`src/rtl/fft_mag_writer.sv`:
```
// fft_mag_writer: write side of the FFT-magnitude buffer handshake.
// Converts each streamed complex bin into |re|+|im| (saturated to DATA_W bits)
// and writes one full frame into BRAM port A. The frame is then held, with
// wubs_done high, until the reader returns FFT_done. Frames that arrive while
// the buffer is held are discarded and counted.
//
// Stream handshake: a beat transfers on a rising clock edge where
// fft_valid && fft_ready. fft_ready is low only while in reset, so the
// producer is never stalled. Beats that arrive outside FILL are discarded
// but still count as transferred.
module fft_mag_writer #(
  parameter int N_BINS = 1024,
  parameter int ADDR_W = 10,
  parameter int DATA_W = 16
) (
  input  logic                     clock,
  input  logic                     reset_n,
  input  logic signed [DATA_W-1:0] fft_re,
  input  logic signed [DATA_W-1:0] fft_im,
  input  logic                     fft_valid,
  input  logic                     fft_last,
  output logic                     fft_ready,
  output logic [ADDR_W-1:0]        addr2_a,
  output logic [DATA_W-1:0]        din2_a,
  output logic                     we2_a,
  output logic                     wubs_done,
  input  logic                     FFT_done,
  output logic [7:0]               frames_dropped,
  output logic                     frame_err,
  output logic [1:0]               state_dbg
);

  typedef enum logic [1:0] {
    S_SYNC = 2'd0,
    S_FILL = 2'd1,
    S_HOLD = 2'd2
  } state_t;

  localparam logic [ADDR_W-1:0] LAST_IDX = ADDR_W'(N_BINS - 1);
  localparam logic [DATA_W:0]   ONE_W1   = {{DATA_W{1'b0}}, 1'b1};

  state_t              state_q;
  logic [ADDR_W-1:0]   idx_q;
  logic                ready_q;
  logic [ADDR_W-1:0]   addr_q;
  logic [DATA_W-1:0]   din_q;
  logic                we_q;
  logic                done_q;
  logic [7:0]          drop_q;
  logic                err_q;

  logic                beat;
  logic [DATA_W:0]     abs_re;
  logic [DATA_W:0]     abs_im;
  logic [DATA_W:0]     mag_sum;
  logic [DATA_W-1:0]   mag;

  assign beat = fft_valid && ready_q;

  // Magnitude |re|+|im| in DATA_W+1 bits so abs(most-negative) is exact; the
  // only out-of-range sum (both parts most-negative) saturates to all-ones.
  always_comb begin
    abs_re  = fft_re[DATA_W-1] ? ({1'b0, ~fft_re} + ONE_W1) : {1'b0, fft_re};
    abs_im  = fft_im[DATA_W-1] ? ({1'b0, ~fft_im} + ONE_W1) : {1'b0, fft_im};
    mag_sum = abs_re + abs_im;
    mag     = mag_sum[DATA_W] ? {DATA_W{1'b1}} : mag_sum[DATA_W-1:0];
  end

  // Frame FSM with registered BRAM port, done level, drop counter and error flag.
  always_ff @(posedge clock or negedge reset_n) begin
    if (!reset_n) begin
      state_q <= S_SYNC;
      idx_q   <= '0;
      ready_q <= 1'b0;
      addr_q  <= '0;
      din_q   <= '0;
      we_q    <= 1'b0;
      done_q  <= 1'b0;
      drop_q  <= '0;
      err_q   <= 1'b0;
    end else begin
      ready_q <= 1'b1;
      we_q    <= 1'b0;
      case (state_q)
        S_SYNC: begin
          // Discard until a frame boundary so the next beat is bin 0.
          if (beat && fft_last) begin
            state_q <= S_FILL;
            idx_q   <= '0;
          end
        end
        S_FILL: begin
          if (beat) begin
            we_q   <= 1'b1;
            addr_q <= idx_q;
            din_q  <= mag;
            if (fft_last) begin
              idx_q <= '0;
              if (idx_q == LAST_IDX) begin
                state_q <= S_HOLD;
              end else begin
                // Short frame: restart filling, never signal done for it.
                err_q <= 1'b1;
              end
            end else if (idx_q == LAST_IDX) begin
              // Long frame: boundary lost, resynchronise on the next fft_last.
              err_q   <= 1'b1;
              idx_q   <= '0;
              state_q <= S_SYNC;
            end else begin
              idx_q <= idx_q + ADDR_W'(1);
            end
          end
        end
        S_HOLD: begin
          // done rises one cycle after entry, i.e. after the final write lands.
          done_q <= 1'b1;
          if (beat && fft_last && (drop_q != 8'hFF)) begin
            drop_q <= drop_q + 8'd1;
          end
          if (FFT_done) begin
            done_q <= 1'b0;
            if (beat && fft_last) begin
              // Boundary seen in the same cycle: fill the next frame directly.
              state_q <= S_FILL;
              idx_q   <= '0;
            end else begin
              state_q <= S_SYNC;
            end
          end
        end
        default: state_q <= S_SYNC;
      endcase
    end
  end

  assign fft_ready      = ready_q;
  assign addr2_a        = addr_q;
  assign din2_a         = din_q;
  assign we2_a          = we_q;
  assign wubs_done      = done_q;
  assign frames_dropped = drop_q;
  assign frame_err      = err_q;
  assign state_dbg      = state_q;

endmodule

```
`config.mk`:
```
export PLATFORM = sky130hd
export DESIGN_NAME = fft_mag_writer
export DESIGN_NICKNAME = d
export VERILOG_FILES = /design/src/rtl/fft_mag_writer.sv
export SDC_FILE = /design/constraint.sdc
export NUM_CORES = 1
export LEC_CHECK = 0
export CAP_MARGIN = 10
export CORE_ASPECT_RATIO = 1.25
export CORE_MARGIN = 10
export CORE_UTILIZATION = 52
export CTS_BUF_LIST = sky130_fd_sc_hd__clkbuf_8
export CTS_CLUSTER_DIAMETER = 150
export DETAILED_ROUTE_END_ITERATION = 8
export GPL_TIMING_DRIVEN = 0
export HOLD_SLACK_MARGIN = 0.12
export PLACE_DENSITY = 0.82
export SLEW_MARGIN = 20
export SYNTH_ARGS = -nofsm -noshare
export SYNTH_HDL_FRONTEND = slang
export SYNTH_SLANG_ARGS = --single-unit
```
`constraint.sdc`:
```
create_clock -name clock -period 2.4 [get_ports clock]
set_clock_uncertainty 0.2 [all_clocks]
set_input_delay 0.36 -clock clock [delete_from_list [all_inputs] [get_ports clock]]
set_output_delay 0.36 -clock clock [all_outputs]
set_load 0.02 [all_outputs]
```
**M1 wires**

Scale bar: 20 um. Supply wires on this layer in grey.
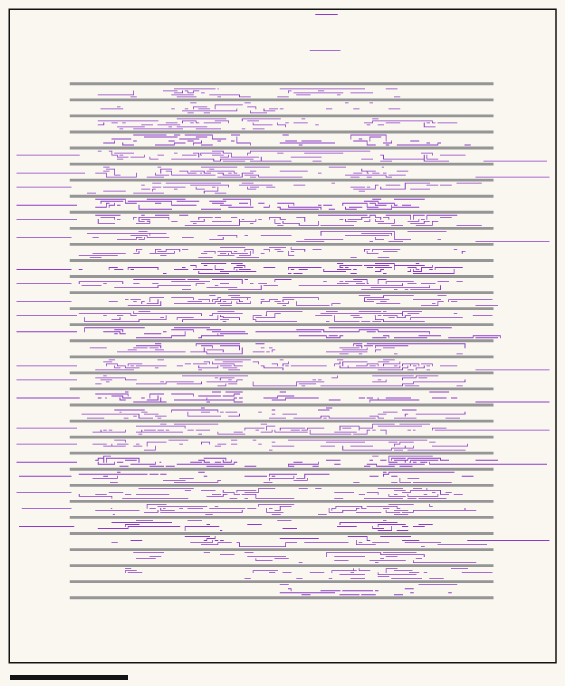
share of all routed wire = 39%
main direction = horizontal
routed vias: 3,190
DRT Wirelength: 9.17 mm

**Metal 2**

Cells faint in the background.
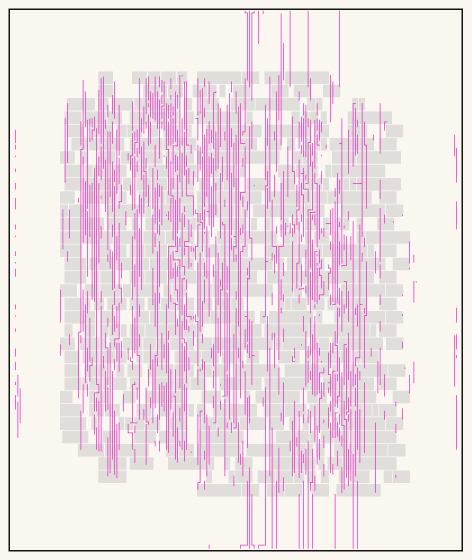
nets with wire on the layer = 473
main direction = vertical
share of all routed wire = 53%

**Met3 routing**

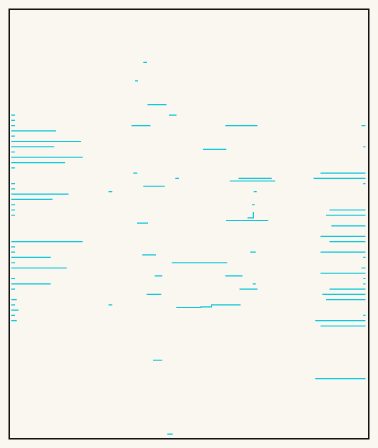
nets with wire on the layer = 71
longest straight run = 18.2 um
share of all routed wire = 4.9%
GRT met3 Usage: 0.0386

==> area by class of cell <==
cell class                      instances  share of cell area
Timing Repair Buffer                   97               0.192
Multi-Input combinational cell        320               0.473
Clock buffer                            6              0.0169
Clock inverter                          2              0.0123
Inverter                               16              0.0159
Sequential cell                        50               0.257
Tap cell                               85              0.0218
Buffer                                 10              0.0113
==> final timing paths <==
| path | endpoint | slack, ps | depth (start not counted) |
|---|---|---|---|
| max | din2_a[0] | -740 | 17 |
| min | din2_a[2] | 270 | 2 |
| max reg2reg | din2_a[2] | 140 | 7 |
| min reg2reg | din2_a[2] | 270 | 2 |
| max in group asynchronous | idx_q[1] | 1110 | 3 |
| min in group asynchronous | frames_dropped[5] | 370 | 2 |
==> out/metrics.cfg <==
[run_status]
status = finished, violations left
violations = negative setup slack

[placed_design]
portBuffers = 76
post-place-ws_ps = -1810
globalplace.congestion = 0.874
postPlaceCellArea_sq_um = 4350

[logic_synthesis]
yosys_cells = 396
ys_async_sr_fraction = 1.00
ys_sh_xor = 0.134
syn_nets = 454
largest_area_cell = dfrtp_1
common_cells = nand2_1, dfrtp_1, xnor2_1
ys_sh_simple = 0.210
synth_area_per_cell_sq_um = 8.59
top_logic_kind = simple AND/OR/NAND/NOR gates
yosysUniqueCellTypes = 52
yosys_warnings = 0
adder_share = 0.0795
top_cells_by_area = dfrtp_1, xnor2_1, nand2_1
synthCells = 396

[power_and_ir_drop]
combPwrFrac = 0.435
leakage_uw = 0.00217
power.density_nw_per_um2 = 653
netSwitchingFraction = 0.345
p_int_uw = 2090
p_total_uw = 3180
pwr-share-seq = 0.338
pg_seq_uw = 1080
clkPwrFrac = 0.227
maxPowerGroup = combinational cells
power_clock_uw = 721
net-switching-power_uw = 1100

[cells_and_area]
fin_nets = 558
fillers = 448
logic_area_sq_um = 2300
final_common_cell = nand2_1
seq_area_sq_um = 1250
drive_above_1_share = 0.218
final_area_sq_um = 4870
final_cell_mix = nand2_1, clkdlybuf4s50_1, dfrtp_1
area_growth_pct = 43.3
antenna_cells = 0

[grt]
grtUsageTotal = 0.173
met1_usage = 0.179
grt_pass1_vias = 3352
grt_max_degree = 28
overflow = 0
antenna_found_initial = 0
top_usage_layer = met2

[final_timing]
slew_headroom = 0.600
setup_viol = 16
post-route-period-util = 1.31
fmax_ghz = 0.318
max_slew.worst_pin.slew_ps = 600
rsz0062_at_grt = true
layout_setup_ws_ps = -740
fin_tns_setup_ps = -11440
holdWs_ps = 270

[setup_path]
startpoint = fft_re[1]
crit_chain = buf_8 -> inv_6 -> ha_4 -> nand2b_4 -> or4_4 -> or2_4 -> o21ai_4 -> xnor2_2 -> ha_1 -> a21o_1 -> a21oi_2 -> a21bo_2 -> a21oi_4 -> a21oi_4 -> buf_6 -> o21ai_2 -> nand2_1
start_kind = primary input
r2r_start = state_dbg[1]
cpPeakStageDelay_ps = 420
arrival_ps = 3140
crit_family = AND-OR/OR-AND gates
slowest_stage = or4_4
crit_fanout = 5
cpMostUsedCell = a21oi_4

[clock_network]
cts.path.max_buffers = 2
cts.hold.buffers_added = 1
htreeDepth = 2
cts_sinks = 50
cts_repair_resize_count = 67
cts_made_buffers = 5

[routing]
wl_met1_mm = 3.59
wl_per_cell_um = 15.6
dr.max_layer_used = met4
first_pass_iters = 4
wl_met3_um = 450
route.detailed.drc = 0

[worst_hold_path]
hold_path.class = reg2reg

[run]
max_cap_viol_count = 0

[floorplan]
core_area_sq_um = 6250
ios = 77

Power figures rest on the tool's default switching activity, not on a simulated workload.
